--- src/rtl/mem_bus_arbiter.sv ---
// Two-master round-robin arbiter for a single memory port.
// Keeps one transaction outstanding, registers the memory-side outputs and aborts when memory stalls.
module mem_bus_arbiter #(
  parameter int AW      = 32,
  parameter int DW      = 32,
  parameter int TIMEOUT = 255
) (
  input  logic          iClk,
  input  logic          iRst,
  input  logic [AW-1:0] iM0Addr,
  input  logic [DW-1:0] iM0Data,
  input  logic          iM0Read,
  input  logic          iM0Write,
  output logic [DW-1:0] oM0Data,
  output logic          oM0Rdy,
  input  logic [AW-1:0] iM1Addr,
  input  logic [DW-1:0] iM1Data,
  input  logic          iM1Read,
  input  logic          iM1Write,
  output logic [DW-1:0] oM1Data,
  output logic          oM1Rdy,
  output logic          oErr,
  output logic [1:0]    oGnt,
  output logic [AW-1:0] oMemAddr,
  output logic [DW-1:0] oMemData,
  output logic          oMemRead,
  output logic          oMemWrite,
  input  logic [DW-1:0] iMemData,
  input  logic          iMemRdy
);

  localparam int CW = (TIMEOUT > 1) ? $clog2(TIMEOUT) : 1;
  localparam logic [CW-1:0] CNT_LAST = CW'(TIMEOUT - 1);

  typedef enum logic [1:0] {
    IDLE = 2'd0,
    BUSY = 2'd1,
    DONE = 2'd2
  } state_t;

  state_t          state, state_nxt;
  logic            last_m1, last_m1_nxt;
  logic [CW-1:0]   cnt, cnt_nxt;
  logic [1:0]      gnt_nxt;
  logic [AW-1:0]   mem_addr_nxt;
  logic [DW-1:0]   mem_data_nxt;
  logic            mem_read_nxt;
  logic            mem_write_nxt;
  logic [DW-1:0]   m0_data_nxt;
  logic [DW-1:0]   m1_data_nxt;
  logic            m0_rdy_nxt;
  logic            m1_rdy_nxt;
  logic            err_nxt;

  logic req0;
  logic req1;
  logic pick1;
  logic sel_read;
  logic sel_write;

  assign req0 = iM0Read | iM0Write;
  assign req1 = iM1Read | iM1Write;
  // On a tie the master that was not served last wins.
  assign pick1     = req1 & (~req0 | ~last_m1);
  assign sel_read  = pick1 ? iM1Read  : iM0Read;
  assign sel_write = pick1 ? iM1Write : iM0Write;

  // Registered state and outputs
  always_ff @(posedge iClk or posedge iRst) begin
    if (iRst) begin
      state     <= IDLE;
      last_m1   <= 1'b1;
      cnt       <= '0;
      oGnt      <= 2'b00;
      oMemAddr  <= '0;
      oMemData  <= '0;
      oMemRead  <= 1'b0;
      oMemWrite <= 1'b0;
      oM0Data   <= '0;
      oM1Data   <= '0;
      oM0Rdy    <= 1'b0;
      oM1Rdy    <= 1'b0;
      oErr      <= 1'b0;
    end else begin
      state     <= state_nxt;
      last_m1   <= last_m1_nxt;
      cnt       <= cnt_nxt;
      oGnt      <= gnt_nxt;
      oMemAddr  <= mem_addr_nxt;
      oMemData  <= mem_data_nxt;
      oMemRead  <= mem_read_nxt;
      oMemWrite <= mem_write_nxt;
      oM0Data   <= m0_data_nxt;
      oM1Data   <= m1_data_nxt;
      oM0Rdy    <= m0_rdy_nxt;
      oM1Rdy    <= m1_rdy_nxt;
      oErr      <= err_nxt;
    end
  end

  // Next-state and next-output logic
  always_comb begin
    state_nxt     = state;
    last_m1_nxt   = last_m1;
    cnt_nxt       = cnt;
    gnt_nxt       = oGnt;
    mem_addr_nxt  = oMemAddr;
    mem_data_nxt  = oMemData;
    mem_read_nxt  = oMemRead;
    mem_write_nxt = oMemWrite;
    m0_data_nxt   = oM0Data;
    m1_data_nxt   = oM1Data;
    m0_rdy_nxt    = 1'b0;
    m1_rdy_nxt    = 1'b0;
    err_nxt       = 1'b0;

    unique case (state)
      IDLE: begin
        mem_read_nxt  = 1'b0;
        mem_write_nxt = 1'b0;
        if (req0 | req1) begin
          mem_addr_nxt  = pick1 ? iM1Addr : iM0Addr;
          mem_data_nxt  = pick1 ? iM1Data : iM0Data;
          mem_write_nxt = sel_write;
          mem_read_nxt  = sel_read & ~sel_write;
          gnt_nxt       = pick1 ? 2'b10 : 2'b01;
          last_m1_nxt   = pick1;
          cnt_nxt       = '0;
          state_nxt     = BUSY;
        end
      end

      BUSY: begin
        if (iMemRdy) begin
          if (oGnt[1]) m1_data_nxt = iMemData;
          else         m0_data_nxt = iMemData;
          mem_read_nxt  = 1'b0;
          mem_write_nxt = 1'b0;
          m0_rdy_nxt    = oGnt[0];
          m1_rdy_nxt    = oGnt[1];
          state_nxt     = DONE;
        end else if (cnt == CNT_LAST) begin
          // Memory never answered: complete the transfer with an error and zero data.
          if (oGnt[1]) m1_data_nxt = '0;
          else         m0_data_nxt = '0;
          mem_read_nxt  = 1'b0;
          mem_write_nxt = 1'b0;
          m0_rdy_nxt    = oGnt[0];
          m1_rdy_nxt    = oGnt[1];
          err_nxt       = 1'b1;
          state_nxt     = DONE;
        end else begin
          cnt_nxt = cnt + 1'b1;
        end
      end

      DONE: begin
        gnt_nxt   = 2'b00;
        state_nxt = IDLE;
      end

      default: begin
        gnt_nxt       = 2'b00;
        mem_read_nxt  = 1'b0;
        mem_write_nxt = 1'b0;
        state_nxt     = IDLE;
      end
    endcase
  end

endmodule

--- config.mk ---
export PLATFORM = sky130hd
export DESIGN_NAME = mem_bus_arbiter
export DESIGN_NICKNAME = d
export VERILOG_FILES = /design/src/rtl/mem_bus_arbiter.sv
export SDC_FILE = /design/constraint.sdc
export NUM_CORES = 1
export LEC_CHECK = 0
export ABC_AREA = 1
export CORE_UTILIZATION = 38
export DETAILED_ROUTE_END_ITERATION = 8
export GPL_TIMING_DRIVEN = 0
export PLACE_DENSITY = 0.83
export SETUP_SLACK_MARGIN = 0.4
export SLEW_MARGIN = 5
export SYNTH_ARGS = -nofsm -noshare
export SYNTH_HDL_FRONTEND = slang
export SYNTH_SLANG_ARGS = --single-unit
--- constraint.sdc ---
create_clock -name iClk -period 4.2 [get_ports iClk]
set_input_delay 0.42 -clock iClk [delete_from_list [all_inputs] [get_ports iClk]]
set_output_delay 0.42 -clock iClk [all_outputs]
set_load 0.02 [all_outputs]
==> flow_summary_export.csv, run 1 <==
group,metric,value,unit
status,status,"finished clean",
route,postRouteAntennaNets,0,
route,drc,0,
synthesis,yosysWarnings,0,
pwr,p_total,7.96,mW
clocking,holdBufCountCts,0,
synthesis,ff_type,"dfrtp_1",
synthesis,xor_share,0.399,%
synthesis,synth_seq_share,55.4,%
synthesis,topCellsByArea,"dfrtp_1, nand2_1, nand3_1, nand4_1, buf_6",
synthesis,top_cells_by_count,"nand2_1, dfrtp_1, nand3_1",
final_timing,fin_crit,1890,ps
floorplanning,dieArea,17900,µm²
synthesis,synth_stat.cells,760,
synthesis,ys_sh_mux,0,%
worst_setup_path,critPathTopFamily,"buffers and inverters",
final_layout,fin_nets,1253,
final_layout,fin_cells,1317,
route,wire_per_inst,16.9,µm
worst_setup_path,critPathCaptureType,"output port",
final_layout,stdcell_area,10500,µm²
clocking,cts_buffers,17,
worst_setup_path,cp.depth,1,
placed_design,io_buffers,301,
route,wl_met1,8.37,mm
pwr,p_clk_share,17.3,%
final_layout,n_antenna_cell,0,
worst_setup_path,cp.required,3780,ps
global_routing,antenna_found_initial,0,
final_layout,clk_share,5.06,%
final_timing,tightest_slew,621,ps
placed_design,placed_cells,1285,
final_layout,nClkBuffers,20,
worst_setup_path,reg2reg_depth,6,
floorplanning,coreArea,16800,µm²
job,warnings,27,
floorplanning,die_width,134,µm
global_routing,grtUsageMet2,44.6,%
global_routing,grt_max_degree,42,
synthesis,edf_count,0,
final_timing,rsz0062_at_grt,"no",
final_timing,fmaxAchievable,530,MHz
pwr,comb_power,4.16,mW
final_timing,fin_tns_setup,0,ps
clocking,numClockSinks,146,
synthesis,ys_async_sr_fraction,100,%
route,wl_met3,2.03,mm
clocking,postCtsResizedCells,0,
Figure 1. M3 wires (run 1).
The bar under the picture is 50 µm long.
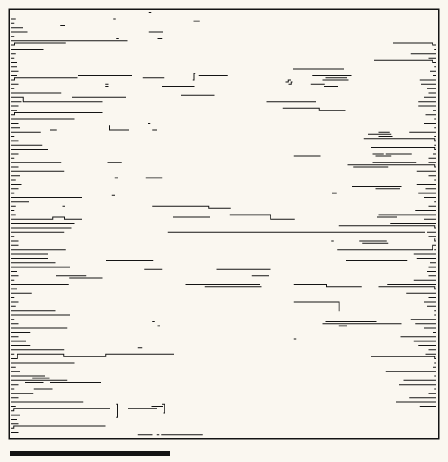
nets with wire on the layer: 235
wire length on this layer: 2030 µm
main direction: horizontal

Figure 2. Cell area per tile (run 1).
The die is cut into 13 by 13 equal tiles; white is low, dark blue is high, 0 to 100% covered.
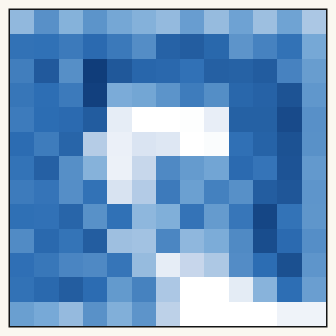
nearly empty tiles: 5.9%
emptiest ninth of the die: middle
tiles over 75% full: 25%
fullest tile: 95%
mean over tiles: 57%

Figure 3. Placement view (run 1).
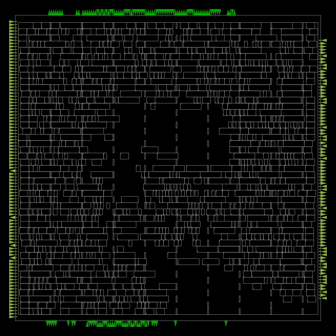
FILL cells: 1441
registers: 146
Final Util: 62.6%
flop share of the area: 34.8%
site row count: 47

Figure 4. Cells colored by class (run 1).
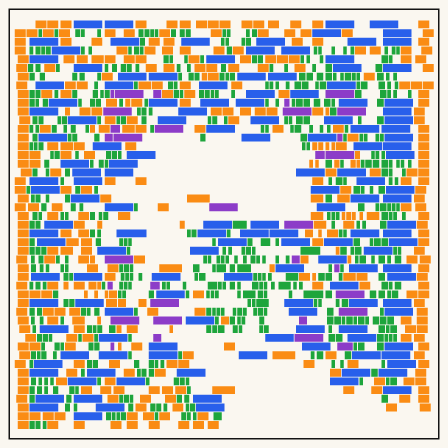
[blue] sequential cells | cells: 146
[orange] remaining buffers and delay cells | cells: 362
[green] remaining logic cells | cells: 557
[purple] clock drivers and dummy loads | cells: 32

Figure 5. Sequential cells grouped by signal name (run 1).
The bar under the picture is 50 µm long. Other sequential cells in the stronger gray, the rest of the logic in the fainter gray.
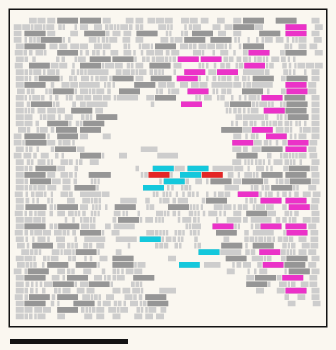

==> inputs of run 2 (changes only) <==
Clock period 4.2 ns to 1.61 ns, I/O delays scaled along.
Figure 6. Sequential cells grouped by signal name (run 2).
The bar under the picture is 50 µm long. Other sequential cells in the stronger gray, the rest of the logic in the fainter gray.
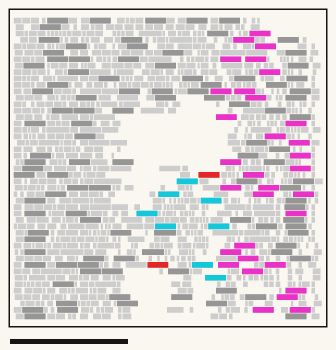
[red] oGnt | placed flops: 2
[cyan] cnt | placed flops: 8
[magenta] oM0Data | placed flops: 32 | where: a column on the right
not colored: 104
Flop area: 3660 µm²
flop share of the area: 30.3%

Figure 7. M3 wires (run 2).
The bar under the picture is 50 µm long.
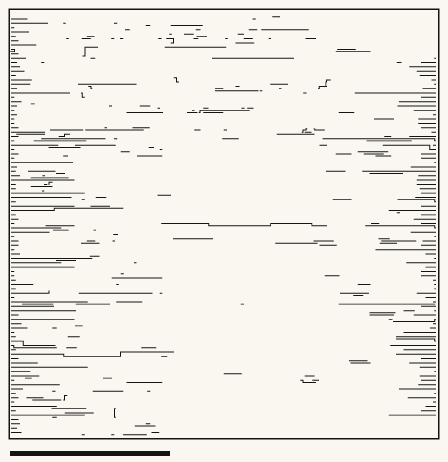
nets with wire on the layer: 288
wire length on this layer: 2130 µm
longest straight run: 35.0 µm
main direction: horizontal

==> run 2 against run 1 <==
  * The flow now finishes with violations (setup timing)
  * Worst hold slack worse by 260 ps
  * Register-to-register slack got worse by 2500 ps
  * Count of clock-buffer cells in the layout stayed put
  * Clock power rose to 2.9 times the previous value
  * Via count is 13% higher
  * Setup slack worse by 2300 ps
  * Wire length grew 26%
  * Clock skew grew 7.2 ps
  * Sequential power rose to 2.6 times the previous value
  * Highest routed layer unchanged
  * Synthesized area unchanged
  * Global-route usage rose by 2.4 points
  * Sequential share of layout area decreased by 4.6 points
==> flow_summary_export.csv, run 2 <==
group,metric,value,unit
status,status,"complete, but fails checks",
status,violations,"setup timing",
synthesis,edf_count,0,
final_layout,fin_nets,1315,
floorplanning,dieArea,17900,µm²
synthesis,synth_stat.cells,760,
floorplanning,rows,47,
synthesis,xor_share,0.399,%
global_routing,grtUsageMet2,48.1,%
final_timing,tightest_slew,561,ps
worst_setup_path,critPathTopFamily,"simple AND/OR/NAND/NOR gates",
clocking,holdBufCountCts,0,
clocking,numClockSinks,146,
final_timing,finalSetupViolations,10,
final_layout,flops,146,
pwr,p_total,24.5,mW
final_layout,clk_share,4.76,%
global_routing,antenna_found_initial,0,
floorplanning,coreArea,16800,µm²
route,wl_met3,2.13,mm
synthesis,topCellsByArea,"dfrtp_1, nand2_1, nand3_1, nand4_1, buf_6",
final_timing,fmaxAchievable,616,MHz
clocking,cts_buffers,17,
placed_design,io_buffers,301,
synthesis,ff_type,"dfrtp_1",
final_layout,nFillCells,1127,
synthesis,yosysWarnings,0,
final_timing,fin_crit,1620,ps
worst_setup_path,critPathCaptureType,"flop",
final_layout,nClkBuffers,20,
pwr,comb_power,14.1,mW
final_layout,fin_cells,1378,
synthesis,top_cells_by_count,"nand2_1, dfrtp_1, nand3_1",
route,postRouteAntennaNets,0,
floorplanning,die_width,134,µm
clocking,postCtsResizedCells,662,
final_timing,rsz0062_at_grt,"yes",
final_layout,stdcell_area,12100,µm²
synthesis,synth_seq_share,55.4,%
final_timing,setup_slack,-13.0,ps
synthesis,ys_sh_mux,0,%
synthesis,ys_async_sr_fraction,100,%
worst_setup_path,reg2reg_depth,10,
global_routing,grt_max_degree,40,
pwr,p_clk_share,16.2,%
job,warnings,30,
route,drc,0,
placed_design,placed_cells,1285,
Power figures rest on the tool's default switching activity, not on a simulated workload.
